## config.mk

```make
export PLATFORM = sky130hd
export DESIGN_NAME = serial_adder_nbit_flat
export DESIGN_NICKNAME = d
export VERILOG_FILES = /design/src/rtl/serial_adder_nbit_if.sv /design/src/rtl/serial_adder_nbit.sv /design/src/flat_wrapper.sv
export SDC_FILE = /design/constraint.sdc
export NUM_CORES = 1
export LEC_CHECK = 0
export CAP_MARGIN = 20
export CORE_ASPECT_RATIO = 1.1
export CORE_MARGIN = 2
export CORE_UTILIZATION = 54
export CTS_BUF_LIST = sky130_fd_sc_hd__clkbuf_4 sky130_fd_sc_hd__clkbuf_8 sky130_fd_sc_hd__clkbuf_16
export DETAILED_ROUTE_END_ITERATION = 8
export MAX_ROUTING_LAYER = met4
export PLACE_DENSITY = 0.8
export REMOVE_ABC_BUFFERS = 1
export SLEW_MARGIN = 0
export SYNTH_ARGS = -nofsm -noshare
export SYNTH_HDL_FRONTEND = slang
export SYNTH_SLANG_ARGS = --single-unit
```

## constraint.sdc

```tcl
create_clock -name clk -period 5.8 [get_ports clk]
set_input_delay 1.16 -clock clk [delete_from_list [all_inputs] [get_ports clk]]
set_output_delay 1.16 -clock clk [all_outputs]
set_load 0.02 [all_outputs]
```

## src/rtl/serial_adder_nbit_if.sv

```systemverilog
`default_nettype none
// ============================================================================
// Module   : serial_adder_nbit_if
// Purpose  : Operand/result valid-ready bundle for the chunked serial adder.
// Revision : 1.0
// ============================================================================
interface serial_adder_nbit_if #(
    parameter int WIDTH = 16
);
    logic             in_valid;
    logic             in_ready;
    logic [WIDTH-1:0] a;
    logic [WIDTH-1:0] b;
    logic             sub;
    logic             out_valid;
    logic             out_ready;
    logic [WIDTH-1:0] sum;
    logic             carryout;
    logic             overflow;

    modport master (
        output in_valid, a, b, sub, out_ready,
        input  in_ready, out_valid, sum, carryout, overflow
    );

    modport slave (
        input  in_valid, a, b, sub, out_ready,
        output in_ready, out_valid, sum, carryout, overflow
    );
endinterface
`default_nettype wire

```

## src/rtl/serial_adder_nbit.sv

```systemverilog
`default_nettype none
// ============================================================================
// Module   : serial_adder_nbit
// Purpose  : Multi-cycle two's-complement add/sub, CHUNK bits per cycle, LSB first.
// Revision : 1.0
// ============================================================================
module serial_adder_nbit #(
    parameter int WIDTH = 16,
    parameter int CHUNK = 4
) (
    input  wire logic         clk,
    input  wire logic         rst_n,
    serial_adder_nbit_if.slave bus
);
    localparam int C_NCHUNK = WIDTH / CHUNK;
    localparam int C_CNT_W  = (C_NCHUNK > 1) ? $clog2(C_NCHUNK) : 1;
    localparam int C_RES_W  = CHUNK + 1;
    localparam logic [WIDTH-1:0]   C_CHUNK_MASK = WIDTH'({CHUNK{1'b1}});
    localparam logic [C_CNT_W-1:0] C_LAST       = C_CNT_W'(C_NCHUNK - 1);

    typedef enum logic [1:0] {
        S_IDLE = 2'd0,
        S_RUN  = 2'd1,
        S_DONE = 2'd2
    } state_t;

    state_t              state_q, state_d;
    logic [WIDTH-1:0]    a_q, a_d;
    logic [WIDTH-1:0]    b_q, b_d;
    logic                carry_q, carry_d;
    logic [C_CNT_W-1:0]  cnt_q, cnt_d;
    logic [WIDTH-1:0]    sum_q, sum_d;
    logic                carryout_q, carryout_d;
    logic                overflow_q, overflow_d;

    logic [31:0]         w_base;
    logic [CHUNK-1:0]    w_a_chunk;
    logic [CHUNK-1:0]    w_b_chunk;
    logic [C_RES_W-1:0]  w_chunk_res;

    always_ff @(posedge clk or negedge rst_n) begin
        if (!rst_n) begin
            state_q    <= S_IDLE;
            a_q        <= '0;
            b_q        <= '0;
            carry_q    <= 1'b0;
            cnt_q      <= '0;
            sum_q      <= '0;
            carryout_q <= 1'b0;
            overflow_q <= 1'b0;
        end else begin
            state_q    <= state_d;
            a_q        <= a_d;
            b_q        <= b_d;
            carry_q    <= carry_d;
            cnt_q      <= cnt_d;
            sum_q      <= sum_d;
            carryout_q <= carryout_d;
            overflow_q <= overflow_d;
        end
    end

    always_comb begin
        state_d     = state_q;
        a_d         = a_q;
        b_d         = b_q;
        carry_d     = carry_q;
        cnt_d       = cnt_q;
        sum_d       = sum_q;
        carryout_d  = carryout_q;
        overflow_d  = overflow_q;

        // Chunk i is selected by shifting rather than an indexed part-select.
        w_base      = 32'(cnt_q) * 32'(CHUNK);
        w_a_chunk   = CHUNK'(a_q >> w_base);
        w_b_chunk   = CHUNK'(b_q >> w_base);
        w_chunk_res = {1'b0, w_a_chunk} + {1'b0, w_b_chunk} + C_RES_W'(carry_q);

        unique case (state_q)
            S_IDLE: begin
                if (bus.in_valid) begin
                    a_d     = bus.a;
                    b_d     = bus.sub ? ~bus.b : bus.b;
                    carry_d = bus.sub;
                    cnt_d   = '0;
                    state_d = S_RUN;
                end
            end
            S_RUN: begin
                sum_d   = (sum_q & ~(C_CHUNK_MASK << w_base))
                        | (WIDTH'(w_chunk_res[CHUNK-1:0]) << w_base);
                carry_d = w_chunk_res[CHUNK];
                cnt_d   = cnt_q + 1'b1;
                if (cnt_q == C_LAST) begin
                    cnt_d      = '0;
                    carryout_d = w_chunk_res[CHUNK];
                    overflow_d = (a_q[WIDTH-1] == b_q[WIDTH-1]) && (sum_d[WIDTH-1] != a_q[WIDTH-1]);
                    state_d    = S_DONE;
                end
            end
            S_DONE: begin
                if (bus.out_ready) begin
                    state_d = S_IDLE;
                end
            end
            default: state_d = S_IDLE;
        endcase
    end

    assign bus.in_ready  = (state_q == S_IDLE);
    assign bus.out_valid = (state_q == S_DONE);
    assign bus.sum       = sum_q;
    assign bus.carryout  = carryout_q;
    assign bus.overflow  = overflow_q;
endmodule
`default_nettype wire

```

## src/flat_wrapper.sv

```systemverilog
// flat-port wrapper written by rule: the top's interface ports become plain ports
module serial_adder_nbit_flat 
#(
    parameter int WIDTH = 16,
    parameter int CHUNK = 4
)
  (clk, rst_n, bus_in_valid, bus_a, bus_b, bus_sub, bus_out_ready, bus_in_ready, bus_out_valid, bus_sum, bus_carryout, bus_overflow);
  serial_adder_nbit_if #(.WIDTH(WIDTH)) bus_i ();
  input  wire logic clk;
  input  wire logic rst_n;
  input wire logic [$bits(bus_i.in_valid)-1:0] bus_in_valid;
  input wire logic [$bits(bus_i.a)-1:0] bus_a;
  input wire logic [$bits(bus_i.b)-1:0] bus_b;
  input wire logic [$bits(bus_i.sub)-1:0] bus_sub;
  input wire logic [$bits(bus_i.out_ready)-1:0] bus_out_ready;
  output wire logic [$bits(bus_i.in_ready)-1:0] bus_in_ready;
  output wire logic [$bits(bus_i.out_valid)-1:0] bus_out_valid;
  output wire logic [$bits(bus_i.sum)-1:0] bus_sum;
  output wire logic [$bits(bus_i.carryout)-1:0] bus_carryout;
  output wire logic [$bits(bus_i.overflow)-1:0] bus_overflow;
  assign bus_i.in_valid = bus_in_valid;
  assign bus_i.a = bus_a;
  assign bus_i.b = bus_b;
  assign bus_i.sub = bus_sub;
  assign bus_i.out_ready = bus_out_ready;
  assign bus_in_ready = bus_i.in_ready;
  assign bus_out_valid = bus_i.out_valid;
  assign bus_sum = bus_i.sum;
  assign bus_carryout = bus_i.carryout;
  assign bus_overflow = bus_i.overflow;
  serial_adder_nbit #(.WIDTH(WIDTH), .CHUNK(CHUNK)) u_core (.clk(clk), .rst_n(rst_n), .bus(bus_i));
endmodule
```

**Sequential cells coloured by netlist name**

Scale: 4 px per um. Other sequential cells in the stronger grey, the rest of the logic in the fainter grey.
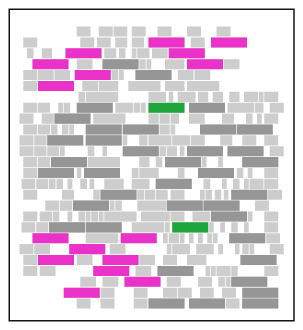
| netlist name | colour | flops |
|---|---|---|
| u_core.a_q | magenta | 16 |
| u_core.cnt_q | green | 2 |
not coloured: 37

**M3 wires**

Scale: 4 px per um. Cells faint in the background.
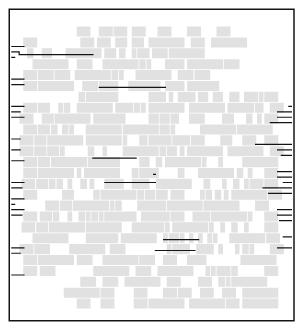
main direction: horizontal
share of all routed wire: 4.1%

**Clock network drawn from the DEF**

Scale: 4 px per um.
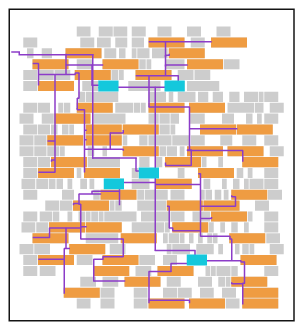
[flip-flops] orange | count: 55
[clock-net drivers] cyan | count: 5
[clock wires] purple | length: 620 um
flops lie: all over the die
routed clock nets: 6

==> impl.org <==
* Flow results

** Pwr
- P_clk :: 0.000212 W
- Pwr Density :: 623 nW/um^2
- Net Switching :: 0.000835 W
- Relative contribution of combinational cells to total power :: 54.6%
- Total sequential power :: 0.000721 W
- Summing internal, switching and leakage power gives 0.00206 W.
- Cell internal power dissipation :: 0.00122 W
- The flow reports that sequential cells draw 35.1% of the design power.
- Power in combinational cells :: 0.00112 W
- Max power group :: combinational logic
- Leakage component of the power :: 1.36 nW
- In this run, the clock network consumes 10.3% of the power.
- Net switching is 40.6% of the power.
- Peak supply drop :: 0.238 mV

** Critical path
- Worst stage delay on the critical path :: 0.85 ns
- Startpoint of the most critical register-to-register path :: u_core.cnt_q[0]
- In this design, the largest share of critical-path delay is due to flip-flops.
- Per the post-run analysis, buffers plus inverters along the critical path come to 0.
- On the critical path, the stage with the largest delay is an instance of dfrtp_1.
- STA shows the worst reg2reg path with a cell count of 6.
- The worst setup path is launched from a register.
- Data on the critical path arrives at its endpoint at 3.08 ns.
- Of all nets on the critical path, the largest fanout is 17.
- Critical path depth :: 6
- Critical Path Start :: u_core.cnt_q[0]
- Critical Setup Path Class :: register to register
- Sequence of cells on the critical path :: mux4_2 -> fa_1 -> fa_1 -> a21o_1 -> a21oi_1 -> o21ai_0
- Following the worst setup path forward leads to its endpoint at u_core.bus.carryout.
- According to the timing report, the data required time at the worst endpoint equals 5.99 ns.
- Crit. End Element :: register
- Flop-to-flop setup slack :: 2.90 ns
- The endpoint identified for the worst register-to-register timing path is u_core.bus.carryout.
- By instance count, the cell type seen most on the critical path is fa_1.

** Outcome
- The flow ran to the end, and the final reports show no timing, DRC or antenna violations.

** Logic synthesis
- Counting flops with a built-in enable in the synthesized netlist gives 0.
- For reference, the top logic cell family by area is multiplexers.
- XOR-XNOR Cells, Area Fraction :: 6.23%
- The synthesized design contains 55 register bits.
- Biggest area consumer among synthesized cells :: dfrtp_1
- Area reported by Yosys stat :: 2650 um^2
- Synth Warn # :: 0
- Tally of unique sky130hd cells used after synthesis :: 35
- The portion of synthesized area spent on multiplexers is 13.6%.
- In the synthesized netlist the async set-or-reset flop fraction comes to 100%.
- Per the synthesis report, the adder-cell share of the synthesized area is 4.82%.
- Area fraction of the dominant cell type after synthesis :: 51.9%
- In the Yosys report the total cell count is 219.
- Portion of the post-synthesis area used by sequential elements :: 51.9%
- The commonest register cell is dfrtp_1.
- Yosys reports that the most numerous cell types are dfrtp_1 (55), nor2_1 (22), nand2_1 (19).
- Aoi/oai-family share of the synthesized area :: 10.6%
- Before any placement, the netlist area is recorded as 2650 um^2.
- A synthesized cell averages 12.1 um^2.
- Counting every instance in the synthesized netlist gives 219.
- The synthesized netlist devotes 9.21% of its cell area to simple gates.
- Most popular library cell in the synthesized design by count :: dfrtp_1
- In the post-synthesis netlist, the biggest area contributors are dfrtp_1 (52%), mux2_2 (6.8%), mux4_2 (6.8%), xnor2_1 (5.3%), a21oi_1 (3.4%).

** Timing
- Unrepaired setup endpoints after global routing :: no
- Per the final timing report, the hold violations number 0.
- The final timing report gives a worst setup slack of 2.90 ns.
- Share of the clock period used by the worst path after layout :: 49.9%
- Pins over their slew limit :: 0
- Per the finish-stage timing summary, setup violations number 0.
- For the pin with the worst max-slew slack, the measured transition is 0.898 ns.
- The final timing report lists clock skew as 0.00597 ns.
- Hold timing on the final database bottoms out at a slack of 0.485 ns.
- Worst relative slew slack :: 39.9%
- The clock period could shrink to 2.90 ns.
- Maximum operating frequency :: 345 MHz
- Setup_tns :: 0 ns

** Clock tree
- In this run the deepest clock path goes through 2 buffers.
- The clock reaches the later pin of the worst-skew pair after 0.31 ns.
- The number of setup buffers added after CTS is 0.
- Looking at the clock tree report, the H-tree level count equals 2.
- TritonCTS built the clock tree.
- For this design, the CTS-stage hold fixing added 0 buffers.
- The number of clock buffers added by TritonCTS is 5.
- Clock root buffer :: clkbuf_8
- TritonCTS sink count :: 55
- In this run, post-CTS repair resized a total of 0 instances.
- Register clock-pin slew on the reported worst setup and hold paths :: 0.09 ns

** Cells and area
- After layout the clock buffers and inverters come to 2.65% of cell area.
- Logic share of the area :: 35.7%
- The flow measured a signed area growth from synthesis to layout of 24.6%.
- Sequential cell area share :: 41.7%
- Combinational gates :: 147
- After layout, the clock buffer instance count stands at 6.
- The net count of the finished layout is 318.
- Multi-input gate area :: 1180 um^2
- FF+latch count :: 55
- Fraction of layout cells with a size suffix above 1 :: 14.7%
- Final design instance area without fill :: 3300 um^2
- The layout has 5 inverters outside the clock class.
- Once layout is complete, the cells apart from fillers number 328.
- Number of buffers outside the clock class in the layout :: 58
- Number of diodes added for antenna fixing :: 0
- Ranked by total area, the top cell class in this layout is flip-flops and latches.
- The final layout report lists a filler cell count of 353.
- Final core utilization :: 70.5%
- Share of final layout cell area taken by non-clock buffers :: 17.3%
- Summing all flip-flop and latch instances after layout gives 1380 um^2.

** Run
- The tool warning count for the run is 28.
- The run reported a max-capacitance violation count of 0.

** Global route
- Vias in the first global route :: 1762
- On met1, the global router reports a usage of 26.8%.
- Largest net degree at the start of global routing :: 56
- Global-route wire length before repair :: 8.20 mm
- On met3, the global router reports a usage of 3.64%.
- Looking at the global route congestion table, the highest-usage layer is met2.
- met2 track demand over resource after global routing is 29.0%.
- The global route stage reports its total congestion overflow as 0.
- Initial antenna violation count :: 0
- Overall track demand over capacity in global routing :: 19.2%

** Routing
- The pre-antenna-repair detailed-routing pass consisted of 4 iterations.
- Nets still carrying antenna violations after routing amount to 0.
- Summed over all nets, wire length on met3 after detailed routing comes to 192 um.
- Post-detailed-routing wire length :: 4.69 mm
- Number of design-rule violations left by the first detailed-router iteration :: 116
- The DRC violation total left in the routed layout is recorded as 0.
- The routed design shows a wire length per standard cell of 14.3 um.
- The routed layout has 1807 vias.
- Post-Route M1 WL :: 2.16 mm
- Summed over all nets, wire length on met2 after detailed routing comes to 2.28 mm.
- The highest layer touched by signal routing is met4.

** Die
- The floorplan has 26 rows.
- The flow inserted 56 tap cells.
- Boundary pin count :: 57
- Per the OpenROAD floorplan log, the area of the die is 5480 um^2.
- In the floorplan report the effective utilization is 56.6%.
- Height of the die :: 77.5 um
- The floorplan step set the die width to 70.8 um.
- The core region is 4680 um^2.

** Place
- Routability congestion estimate from global placement :: 0.770
- Worst slack after detailed placement :: 2.87 ns
- Instance area at placement :: 3210 um^2
- HPWL after detailed placement :: 3.31 mm
- The buffer_ports step reported a buffer count of 56.
- Number of cells after detailed placement :: 321

** Min path
- Min-Delay Path Class :: register to register
-- how the worst min path moves through the flow --
stage | start | end | slack (ns) | depth (start not counted)
5_1_grt | u_core.bus.sum[5] | u_core.bus.sum[5] | 0.51 | 2
4_1_cts | u_core.bus.sum[13] | u_core.bus.sum[13] | 0.49 | 2
3_3_place_gp | u_core.bus.sum[4] | u_core.bus.sum[4] | 0.46 | 2
2_1_floorplan | u_core.a_q[10] | u_core.a_q[10] | 0.48 | 1
6_report | u_core.bus.sum[5] | u_core.bus.sum[5] | 0.48 | 2
3_5_place_dp | u_core.bus.sum[13] | u_core.bus.sum[13] | 0.47 | 2
-- layout by cell type (no fill, tap or decap) --
cell / netlist / routed
or2b_1: 1 / 1
buf_2: 7 / 1
ha_1: 7 / 7
xnor2_1: 16 / 16
a32o_1: 6 / 6
and2_2: 1 / 1
buf_4: 4 / 2
inv_1: 5 / 5
nor3b_4: 1 / 1
mux4_2: 8 / 8
clkbuf_8: 0 / 6
fa_1: 2 / 2
o21bai_1: 1 / 1
o31ai_1: 2 / 2
dfrtp_1: 55 / 55
clkdlybuf4s50_1: 0 / 55
a21oi_1: 18 / 18
a22o_1: 1 / 1
o21ai_0: 11 / 11
a22oi_1: 1 / 1
nor2b_2: 1 / 1
nand4_1: 1 / 1
and3_1: 1 / 1
xnor2_2: 1 / 1
nand2_1: 19 / 19
nor4_2: 1 / 1
clkinv_2: 0 / 1
nand3_1: 1 / 1
mux2_2: 16 / 16
a221o_1: 1 / 1
a211oi_1: 2 / 2
xor2_1: 1 / 1
nand2b_1: 1 / 1
a21o_1: 1 / 1
nand2_4: 1 / 1
o21ai_1: 1 / 1
nor2_1: 22 / 22
No activity file was given, so power comes from the tool's default toggle rates.
